==> run_1/clock_wires.png <==
Drawn at 4 px/um.
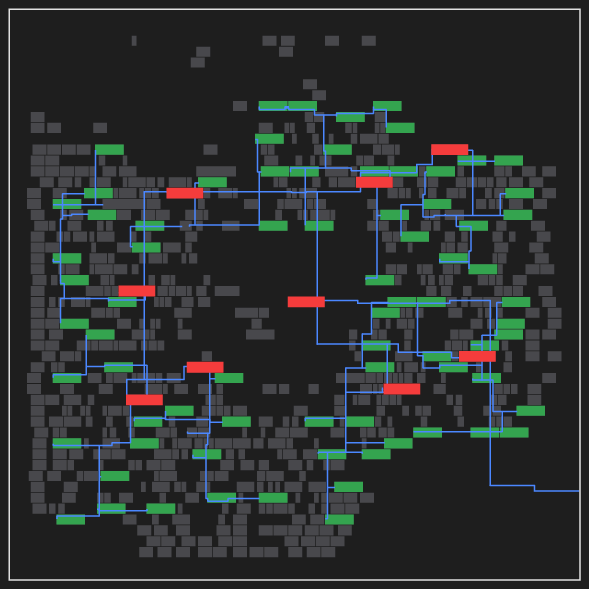
==> run_1/pinout.png <==
Drawn at 2 px/um. Pins as bars across the die edge, other pins in gray.
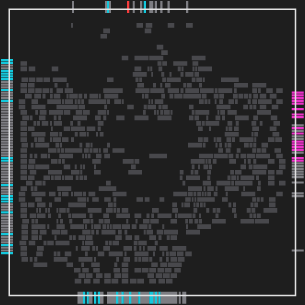
==> run_1/clock_nets.png <==
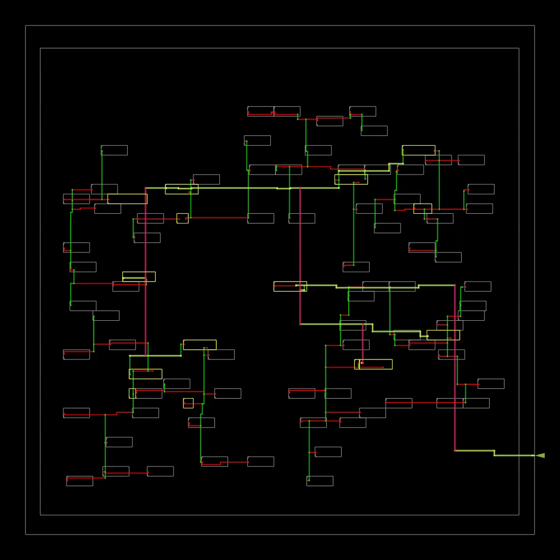
**config.mk**
```make
export PLATFORM = sky130hd
export DESIGN_NAME = heap_root_ctrl
export DESIGN_NICKNAME = d
export VERILOG_FILES = /design/src/rtl/heap_root_ctrl.sv
export SDC_FILE = /design/constraint.sdc
export NUM_CORES = 1
export LEC_CHECK = 0
export CAP_MARGIN = 10
export CORE_MARGIN = 4
export CORE_UTILIZATION = 25
export DETAILED_ROUTE_END_ITERATION = 8
export SLEW_MARGIN = 25
export SYNTH_ARGS = -nofsm -noshare
export SYNTH_HDL_FRONTEND = slang
export SYNTH_SLANG_ARGS = --single-unit
```
**constraint.sdc**
```tcl
create_clock -name clk -period 3.7 [get_ports clk]
set_clock_uncertainty 0.2 [all_clocks]
set_input_delay 0.74 -clock clk [delete_from_list [all_inputs] [get_ports clk]]
set_output_delay 0.74 -clock clk [all_outputs]
set_load 0.01 [all_outputs]
```
**src/rtl/heap_root_ctrl.sv**
```systemverilog
// Level-0 root controller for the pipelined top-K min-heap: clears the heap, holds the root record,
// replaces it with larger keys and launches one sift-down per replacement into level 1.
module heap_root_ctrl #(
  parameter int DATA_W       = 32,
  parameter int LEVELS       = 4,
  parameter int CLEAR_CYCLES = 2 ** (LEVELS - 1),
  parameter int ISSUE_GAP    = 5,
  parameter int CNT_W        = 16
) (
  input  logic              clk,
  input  logic              rst,
  input  logic              clear_req,
  input  logic              in_valid,
  input  logic [DATA_W-1:0] in_data,
  output logic              in_ready,
  output logic              initialize,
  output logic              update_out,
  output logic              address_updated_out,
  output logic [DATA_W-1:0] root_q,
  input  logic [DATA_W-1:0] root_wr_data,
  input  logic              root_wr_en,
  output logic [DATA_W-1:0] root_min,
  output logic [CNT_W-1:0]  accepted_cnt,
  output logic [CNT_W-1:0]  dropped_cnt
);

  localparam int CLR_W = $clog2(CLEAR_CYCLES + 1);
  localparam int GAP_W = $clog2(ISSUE_GAP + 1);
  localparam logic [CLR_W-1:0] CLR_LAST = CLR_W'(CLEAR_CYCLES - 1);
  localparam logic [GAP_W-1:0] GAP_LOAD = GAP_W'(ISSUE_GAP - 1);
  localparam logic [GAP_W-1:0] GAP_ONE  = GAP_W'(1);

  typedef enum logic [1:0] {S_CLEAR, S_READY, S_WAIT} state_e;

  state_e            state_q, state_d;
  logic [CLR_W-1:0]  clr_cnt_q, clr_cnt_d;
  logic [GAP_W-1:0]  gap_q, gap_d;
  logic [DATA_W-1:0] root_d;
  logic              init_q, init_d;
  logic              upd_q, upd_d;
  logic [CNT_W-1:0]  acc_q, acc_d;
  logic [CNT_W-1:0]  drop_q, drop_d;
  logic              handshake;

  // A level-1 write-back owns the root for that cycle, so the key waits.
  assign in_ready  = (state_q == S_READY) && !root_wr_en;
  assign handshake = in_valid && in_ready;

  always_comb begin
    state_d   = state_q;
    clr_cnt_d = clr_cnt_q;
    gap_d     = gap_q;
    root_d    = root_q;
    init_d    = init_q;
    upd_d     = 1'b0;
    acc_d     = acc_q;
    drop_d    = drop_q;

    case (state_q)
      S_CLEAR: begin
        clr_cnt_d = clr_cnt_q + CLR_W'(1);
        if (clr_cnt_q == CLR_LAST) begin
          state_d   = S_READY;
          init_d    = 1'b1;
          clr_cnt_d = '0;
        end
      end
      S_READY: begin
        if (handshake) begin
          // Strict compare: equal keys would not move in the node's swap test either.
          if (in_data > root_q) begin
            root_d  = in_data;
            upd_d   = 1'b1;
            acc_d   = acc_q + CNT_W'(1);
            gap_d   = GAP_LOAD;
            state_d = S_WAIT;
          end else begin
            drop_d = drop_q + CNT_W'(1);
          end
        end
      end
      S_WAIT: begin
        gap_d = gap_q - GAP_W'(1);
        if (gap_q <= GAP_ONE) state_d = S_READY;
      end
      default: state_d = S_CLEAR;
    endcase

    if (state_q != S_CLEAR && root_wr_en) root_d = root_wr_data;

    if (clear_req) begin
      state_d   = S_CLEAR;
      clr_cnt_d = '0;
      root_d    = '0;
      init_d    = 1'b0;
      upd_d     = 1'b0;
    end
  end

  always_ff @(posedge clk) begin
    if (rst) begin
      state_q   <= S_CLEAR;
      clr_cnt_q <= '0;
      gap_q     <= '0;
      root_q    <= '0;
      init_q    <= 1'b0;
      upd_q     <= 1'b0;
      acc_q     <= '0;
      drop_q    <= '0;
    end else begin
      state_q   <= state_d;
      clr_cnt_q <= clr_cnt_d;
      gap_q     <= gap_d;
      root_q    <= root_d;
      init_q    <= init_d;
      upd_q     <= upd_d;
      acc_q     <= acc_d;
      drop_q    <= drop_d;
    end
  end

  assign initialize          = init_q;
  assign update_out          = upd_q;
  assign address_updated_out = 1'b0;
  assign root_min            = root_q;
  assign accepted_cnt        = acc_q;
  assign dropped_cnt         = drop_q;

endmodule
```
==> out/qor.yml, run 1 <==
ys_seq_share: 0.333
inv_count: 40
clk_pin_slew_worst_paths_ps: 60
postSynthCellCount: 551
top_usage_layer: "met2"
rr_endpoint: "dropped_cnt[10]"
ys_sh_xor: 0.00971
first_iter_violations: 222
met1_length_mm: 6.19
hold_path.startpoint: "clr_cnt_q[3]"
comb_area_frac: 0.381
p_comb_frac: 0.092
first_pass_iters: 4
reg2reg_depth: 9
status: "finished clean"
setup_viol: 0
synth.area.mux_share: 0.0732
via_count: 4261
final_nets: 789
wl_per_cell_um: 14.6
power.leakage_nw: 2.42
place_ws_ps: -4.15
crit_required_ps: 3770
period_used_share: 0.902
maxUsedRoutingLayer: "met4"
grt.overflow.total: 0
final_common_cell: "clkdlybuf4s50_1"
final_cells: 912
p_seq_mw: 0.809
biggestCellCategory: "combinational gates"
max_freq_mhz: 300
finalHoldViolations: 0
crit_end: "dropped_cnt[10]"
cp-start-kind: "input port"
p_per_area_nw_per_um2: 285
power_leader: "clock"
die_w_um: 142
hold_end: "clr_cnt_q[3]"
cp_data_arrival_time_ps: 3410
cts_tree: "done"
drive_gt1_frac: 0.0568
antenna_cells: 0
asyncSetResetFlopFracSynth: 0
clock_cell_area_share: 0.0448
Notes on clock_wires.png above:
[blue] clock wires | length: 1210 um
[red] clock-net drivers | count: 9
[green] flip-flops | count: 75
routed clock nets: 10
clock group power: 0.889 mW
clock latency on the worst-skew pair: 340 ps
clock network power share: 0.475

Notes on pinout.png above:
[magenta] dropped_cnt | pins: 16 | direction: output | edge: east
[red] initialize | pins: 1 | direction: output | edge: north
[cyan] in_data | pins: 32 | direction: input | edge: 18 west, 12 south, 2 north
Die Height: 142 um
Port Buffer Count: 167

Notes on clock_nets.png above:
clock buf count: 11
TritonCTS Sinks: 75
Flops: 75
Num CTS Buffers: 9

==> run 1 -> run 2 <==
--- a/config.mk
+++ b/config.mk
@@ -7,8 +7,9 @@
 export LEC_CHECK = 0
 export CAP_MARGIN = 10
 export CORE_MARGIN = 4
-export CORE_UTILIZATION = 25
+export CORE_UTILIZATION = 45
 export DETAILED_ROUTE_END_ITERATION = 8
+export PLACE_DENSITY = 0.81
 export SLEW_MARGIN = 25
 export SYNTH_ARGS = -nofsm -noshare
 export SYNTH_HDL_FRONTEND = slang
==> run_2/class_map.png <==
Drawn at 3 px/um. Fill, decap, tap and diode cells in gray.
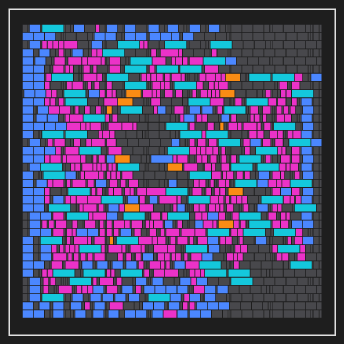
[magenta] remaining logic cells | cells: 415 | share of their area: 44%
[blue] remaining buffers and delay cells | cells: 178 | share of their area: 29%
[orange] clock drivers and dummy loads | cells: 12 | share of their area: 2.3%
[cyan] sequential cells | cells: 75 | share of their area: 25%
# rows: 36
Finished Cell Area: 6220 um^2
Seq area share: 0.241
core area: 9770 um^2
Util after Layout: 0.636

==> out/qor.yml, run 2 <==
startpoint: "in_data[21]"
p_seq_mw: 0.809
max_freq_mhz: 297
inv_count: 40
ys_cells: 551
clk_latency_ps: 340
hold_path.startpoint: "clr_cnt_q[3]"
ys_sh_xor: 0.00971
crit_family: "AND-OR/OR-AND gates"
r2r_slack_ps: 740
cts-buffers-inserted: 9
crit_required_ps: 3700
top_area_frac: 0.333
first_iter_violations: 181
period_used_share: 0.910
clkbuf_count: 11
fin_ws_ps: 334
cts_tree: "done"
hold_end: "clr_cnt_q[3]"
ys_sh_adder: 0.103
biggestCellCategory: "combinational gates"
cts.repair.resized: 0
drive_gt1_frac: 0.0441
met1_length_mm: 5.26
warning_count: 27
flop_area_um2: 1500
cp-start-kind: "input port"
top_usage_layer: "met2"
hpwlAfterDp_mm: 9.98
asyncSetResetFlopFracSynth: 0
clock_cell_area_share: 0.0219
die_y_um: 108
wl_per_cell_um: 15.8
synth-simple-area-share: 0.159
p_comb_frac: 0.117
cts_buffer_depth: 2
comb_area_frac: 0.402
die_w_um: 108
grt.overflow.total: 0
global_route.usage.met1: 0.264
power.leakage_nw: 2.31
final_nets: 785
clock_sinks: 75
antenna_cells: 0
grt_pass1_vias: 4615
cts_hold_buf: 0
final_cells: 813
rr_endpoint: "root_min[11]"
cp_data_arrival_time_ps: 3370
largest_reg_flops: 32
reg2reg_depth: 11
via_count: 4451
grt_pass1_wl_mm: 21.6
portBuffers: 167
maxUsedRoutingLayer: "met4"
postSynthCellCount: 551
finalHoldViolations: 0
clk_pin_slew_worst_paths_ps: 70
final_common_cell: "clkdlybuf4s50_1"
p_per_area_nw_per_um2: 240
synth.area.mux_share: 0.0732
switching_share: 0.243
place_ws_ps: -25.7
power_leader: "registers"
status: "finished clean"
first_pass_iters: 6
setup_viol: 0
ys_seq_share: 0.333
==> run_2/clock_wires.png <==
Drawn at 6 px/um.
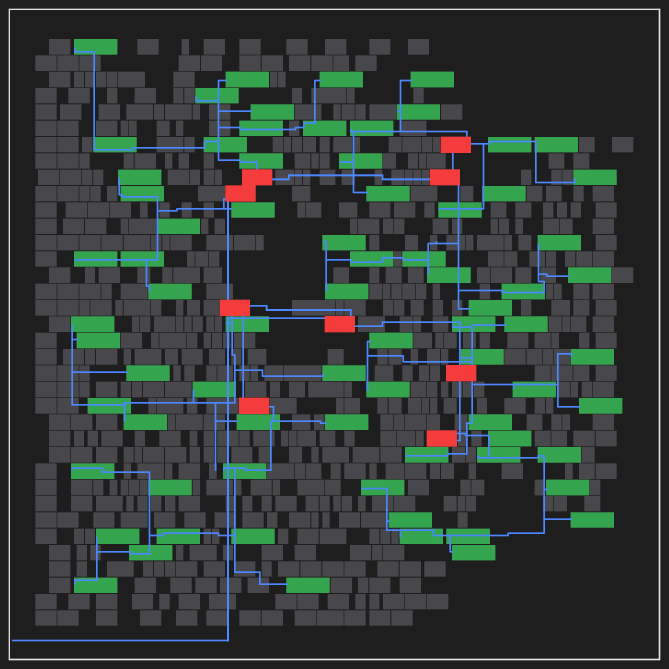
[green] flip-flops | count: 75
[red] clock-net drivers | count: 9
[blue] clock wires | length: 1020 um
routed clock nets: 10
flops lie: all over the die
clock network power share: 0.342
clock group power: 0.511 mW

Power and IR drop assume default switching activity.
